--- src/rtl/mod4051_rr_scheduler.sv ---
`default_nettype none
// =============================================================================
// mod4051_rr_scheduler : round-robin sharing of a 100-bit mod-4051 reduction
// core behind a 2-stage valid/ready pipeline. Optional: MOD4051_STATS_EN.
// Revision: 1.0
// =============================================================================
module mod4051_rr_scheduler #(
    parameter int NREQ = 4,
    parameter int IDW  = 2
) (
    input  logic                clk,
    input  logic                rst_n,
    input  logic [NREQ-1:0]     req_valid,
    input  logic [NREQ*100-1:0] req_x,
    output logic [NREQ-1:0]     req_ready,
    output logic                res_valid,
    output logic [11:0]         res_r,
    output logic [IDW-1:0]      res_id,
    input  logic                res_ready
`ifdef MOD4051_STATS_EN
    ,
    output logic [31:0]         stat_done,
    output logic [15:0]         stat_stall
`endif
);

    // 2**(12k) mod 4051 for each 12-bit chunk of the operand
    localparam logic [11:0] c_W [9] = '{12'd1, 12'd45, 12'd2025, 12'd2003,
                                        12'd1013, 12'd1024, 12'd1519,
                                        12'd3539, 12'd1266};

    logic                r_s1_valid;
    logic [99:0]         r_s1_x;
    logic [IDW-1:0]      r_s1_id;
    logic                r_s2_valid;
    logic [11:0]         r_s2_r;
    logic [IDW-1:0]      r_s2_id;
    logic [IDW-1:0]      r_rr_ptr;

    logic                w_s2_ready;
    logic                w_s1_ready;
    logic                w_found;
    logic [IDW-1:0]      w_gnt_idx;
    logic [NREQ-1:0]     w_grant;
    logic                w_accept;
    logic [99:0]         w_opnd;
    logic [IDW-1:0]      w_ptr_next;
    logic [27:0]         w_sum;
    logic [21:0]         w_f1;
    logic [15:0]         w_f2;
    logic [12:0]         w_f3;
    logic [11:0]         w_core;

    assign w_s2_ready = !r_s2_valid || res_ready;
    assign w_s1_ready = !r_s1_valid || w_s2_ready;

    // Two-pass scan: indices at/above the pointer first, then wrap to those below.
    always_comb begin
        w_found   = 1'b0;
        w_gnt_idx = '0;
        w_grant   = '0;
        for (int i = 0; i < NREQ; i++) begin
            if (!w_found && req_valid[i] && (IDW'(i) >= r_rr_ptr)) begin
                w_found    = 1'b1;
                w_gnt_idx  = IDW'(i);
                w_grant[i] = 1'b1;
            end
        end
        for (int i = 0; i < NREQ; i++) begin
            if (!w_found && req_valid[i] && (IDW'(i) < r_rr_ptr)) begin
                w_found    = 1'b1;
                w_gnt_idx  = IDW'(i);
                w_grant[i] = 1'b1;
            end
        end
    end

    // Gated by rst_n so no grant is visible while reset is held.
    assign w_accept   = w_found && w_s1_ready && rst_n;
    assign req_ready  = w_accept ? w_grant : '0;
    assign w_ptr_next = (w_gnt_idx == IDW'(NREQ - 1)) ? '0 : w_gnt_idx + 1'b1;

    always_comb begin
        w_opnd = '0;
        for (int i = 0; i < NREQ; i++) begin
            if (w_gnt_idx == IDW'(i)) begin
                w_opnd = req_x[i*100 +: 100];
            end
        end
    end

    // Weighted chunk sum, then fold by 4096 == 45 (mod 4051) until < 2*4051.
    always_comb begin
        w_sum = '0;
        for (int k = 0; k < 8; k++) begin
            w_sum = w_sum + 28'(r_s1_x[12*k +: 12]) * 28'(c_W[k]);
        end
        w_sum  = w_sum + 28'(r_s1_x[99:96]) * 28'(c_W[8]);
        w_f1   = 22'(w_sum[27:12]) * 22'd45 + 22'(w_sum[11:0]);
        w_f2   = 16'(w_f1[21:12]) * 16'd45 + 16'(w_f1[11:0]);
        w_f3   = 13'(w_f2[15:12]) * 13'd45 + 13'(w_f2[11:0]);
        w_core = (w_f3 >= 13'd4051) ? 12'(w_f3 - 13'd4051) : w_f3[11:0];
    end

    always_ff @(posedge clk or negedge rst_n) begin
        if (!rst_n) begin
            r_s1_valid <= 1'b0;
            r_s1_x     <= '0;
            r_s1_id    <= '0;
            r_s2_valid <= 1'b0;
            r_s2_r     <= '0;
            r_s2_id    <= '0;
            r_rr_ptr   <= '0;
        end else begin
            if (w_accept) begin
                r_s1_valid <= 1'b1;
                r_s1_x     <= w_opnd;
                r_s1_id    <= w_gnt_idx;
                r_rr_ptr   <= w_ptr_next;
            end else if (r_s1_valid && w_s2_ready) begin
                r_s1_valid <= 1'b0;
            end

            if (r_s1_valid && w_s2_ready) begin
                r_s2_valid <= 1'b1;
                r_s2_r     <= w_core;
                r_s2_id    <= r_s1_id;
            end else if (w_s2_ready) begin
                r_s2_valid <= 1'b0;
            end
        end
    end

    assign res_valid = r_s2_valid;
    assign res_r     = r_s2_r;
    assign res_id    = r_s2_id;

`ifdef MOD4051_STATS_EN
    logic [31:0] r_stat_done;
    logic [15:0] r_stat_stall;

    always_ff @(posedge clk or negedge rst_n) begin
        if (!rst_n) begin
            r_stat_done  <= '0;
            r_stat_stall <= '0;
        end else begin
            if (r_s2_valid && res_ready) begin
                r_stat_done <= r_stat_done + 32'd1;
            end
            if (r_s2_valid && !res_ready && (r_stat_stall != 16'hFFFF)) begin
                r_stat_stall <= r_stat_stall + 16'd1;
            end
        end
    end

    assign stat_done  = r_stat_done;
    assign stat_stall = r_stat_stall;
`endif

endmodule
`default_nettype wire

--- config.mk ---
export PLATFORM = sky130hd
export DESIGN_NAME = mod4051_rr_scheduler
export DESIGN_NICKNAME = d
export VERILOG_FILES = /design/src/rtl/mod4051_rr_scheduler.sv
export SDC_FILE = /design/constraint.sdc
export NUM_CORES = 2
export LEC_CHECK = 0
export ABC_CLOCK_PERIOD_IN_PS = 48300
export CORE_MARGIN = 4
export CORE_UTILIZATION = 60
export CTS_CLUSTER_DIAMETER = 80
export DETAILED_ROUTE_END_ITERATION = 10
export PLACE_DENSITY = 0.85
export SLEW_MARGIN = 30
export SYNTH_ARGS = -nofsm -noshare
export SYNTH_HDL_FRONTEND = slang
export SYNTH_SLANG_ARGS = --single-unit
--- constraint.sdc ---
create_clock -name clk -period 48.3 [get_ports clk]
set_input_delay 7.245 -clock clk [delete_from_list [all_inputs] [get_ports clk]]
set_output_delay 7.245 -clock clk [all_outputs]
set_load 0.01 [all_outputs]
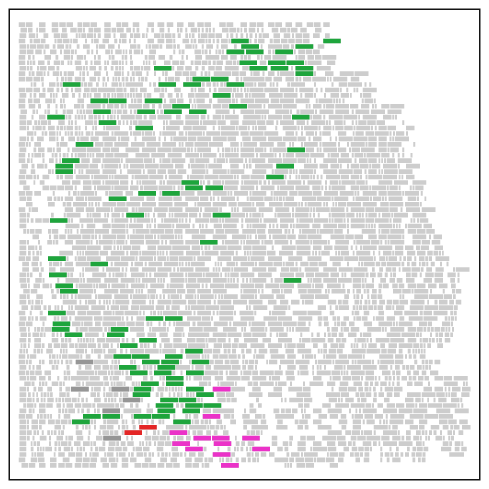
(images/flops_by_reg.png)
Scale: 2 px per um. Other sequential cells in the stronger gray, the rest of the logic in the fainter gray.
[green] `r_s1_x` | sequential cells: 100
[red] `res_id` | sequential cells: 2
[magenta] `res_r` | sequential cells: 12 | where: south

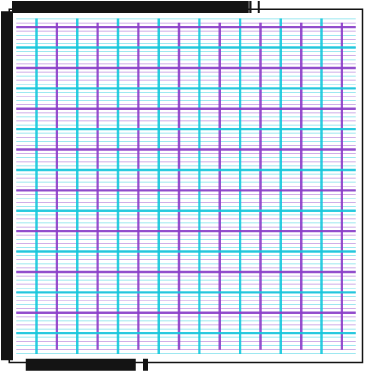
(images/power_grid.png)
Scale: 1.5 px per um. Pins as bars on the die edge.
[purple] VDD
[cyan] VSS
signal pins: 426
rows: 82
met4 straps: 16
met5 straps: 16

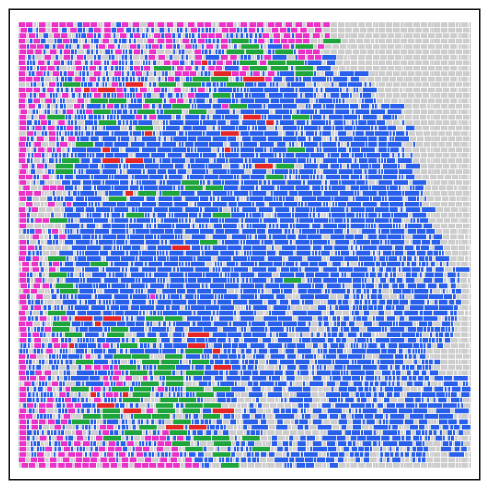
(images/placement_by_type.png)
Scale: 2 px per um. Fill, decap, tap and diode cells in gray.
[red] clock drivers and dummy loads | cells: 32 | share of their area: 1.8%
[magenta] other buffers and delay cells | cells: 438 | share of their area: 12%
[blue] combinational and other logic | cells: 3102 | share of their area: 77%
[green] flops | cells: 120 | share of their area: 8.5%
area of the core: 50500 sq um
final core utilization: 71.9%
Seq/total area: 8.27%
fin area: 36300 sq um
num rows: 82

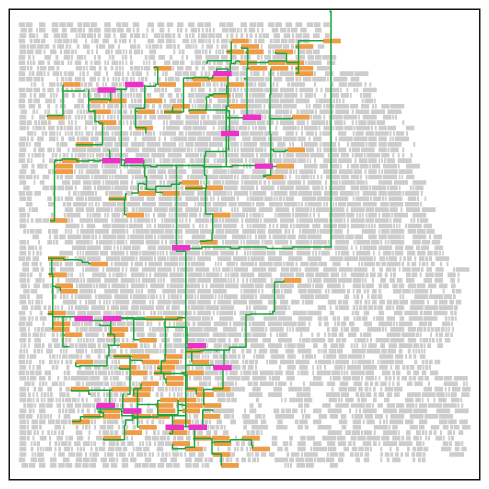
(images/clk_routes.png)
Scale: 2 px per um.
[green] clock wires | length: 2240 um
[magenta] clock drivers | count: 17
[orange] flip-flops | count: 120
routed clock nets: 18

==> flow_summary.ini <==
; yosys + openroad results
[clocking]
hold_buffers = 0
clockBufferDepth = 2
post_cts_buffers = 0
htreeDepth = 4
cts_tree = done
cts-buffers-inserted = 17

[grt]
met3_usage_pct = 15.0
overflow = 0
grtUsageMet2_pct = 58.4
grt_start_max_net_pins = 106
grt.busiest_layer = met2
track_usage_pct = 37.9
grt_pass1_wl_um = 154000
antenna_found_initial = 9

[critical_path]
cpMostUsedCell = fa_1
r2r_start = r_s1_x[97]$_DFFE_PN0P_
timing.critical_path.to = res_r[1]$_DFFE_PN0P_
crit_family = adder cells
critical_path_class = flop to flop
ff2ff_setup_slack_ns = 28.08
slowest_stage = a2111oi_0

[place]
dpl_cell_area_sq_um = 35600
dp_hpwl_um = 87600
globalplace.congestion = 1.08

[synth]
synthAdderAreaFrac_pct = 57.4
yosys_warnings = 0
common_cells = inv_1, fa_1, ha_1
edf_count = 0
ys_sh_mux_pct = 0.0691
avgSynthCellArea_sq_um = 9.26
yosysUniqueCellTypes = 81
synthFlopType = dfrtp_1
logic_family = adder cells
synth_xor_xnor_area_share_pct = 2.16
synth.most_common_cell = inv_1
syn_nets = 4788
synth_seq_share_pct = 9.76
async_reset_ff_share_pct = 100
top_area_cell = fa_1

[drt]
via_per_inst = 5.78
wl_met2_um = 46000
drc_errors = 0
drt_iter0_markers = 2521

[layout]
comb_area_share_pct = 67.8
nNonClkBuffers = 438
regMostFlops = r_s1_x
final_cells = 4368
comb_cells = 2342
regArea_sq_um = 3000
clkbuf_count = 17
final_common_cell = inv_1
fillers = 3725
antenna_cells = 4
syn_to_final_growth_pct = 18.0

[hold_path]
worstHoldEndpoint = res_id[1]$_DFFE_PN0P_
hold_class = flop to flop
hold_start = r_s1_id[1]$_DFFE_PN0P_
worstHoldPathCells = 2

[sta]
timing.final.crit_share_pct = 41.9
fmax_mhz = 49.5
fin_crit_ns = 20.22
rsz0062_at_grt = false
setup_viol = 0

[run]
maxCapViolations = 0
warnings = 54

[floorplanning]
chip_area_sq_um = 55000
die_x_um = 234
ios = 426
die.size.y_um = 234
taps = 672

[run_status]
status = finished, final reports clean
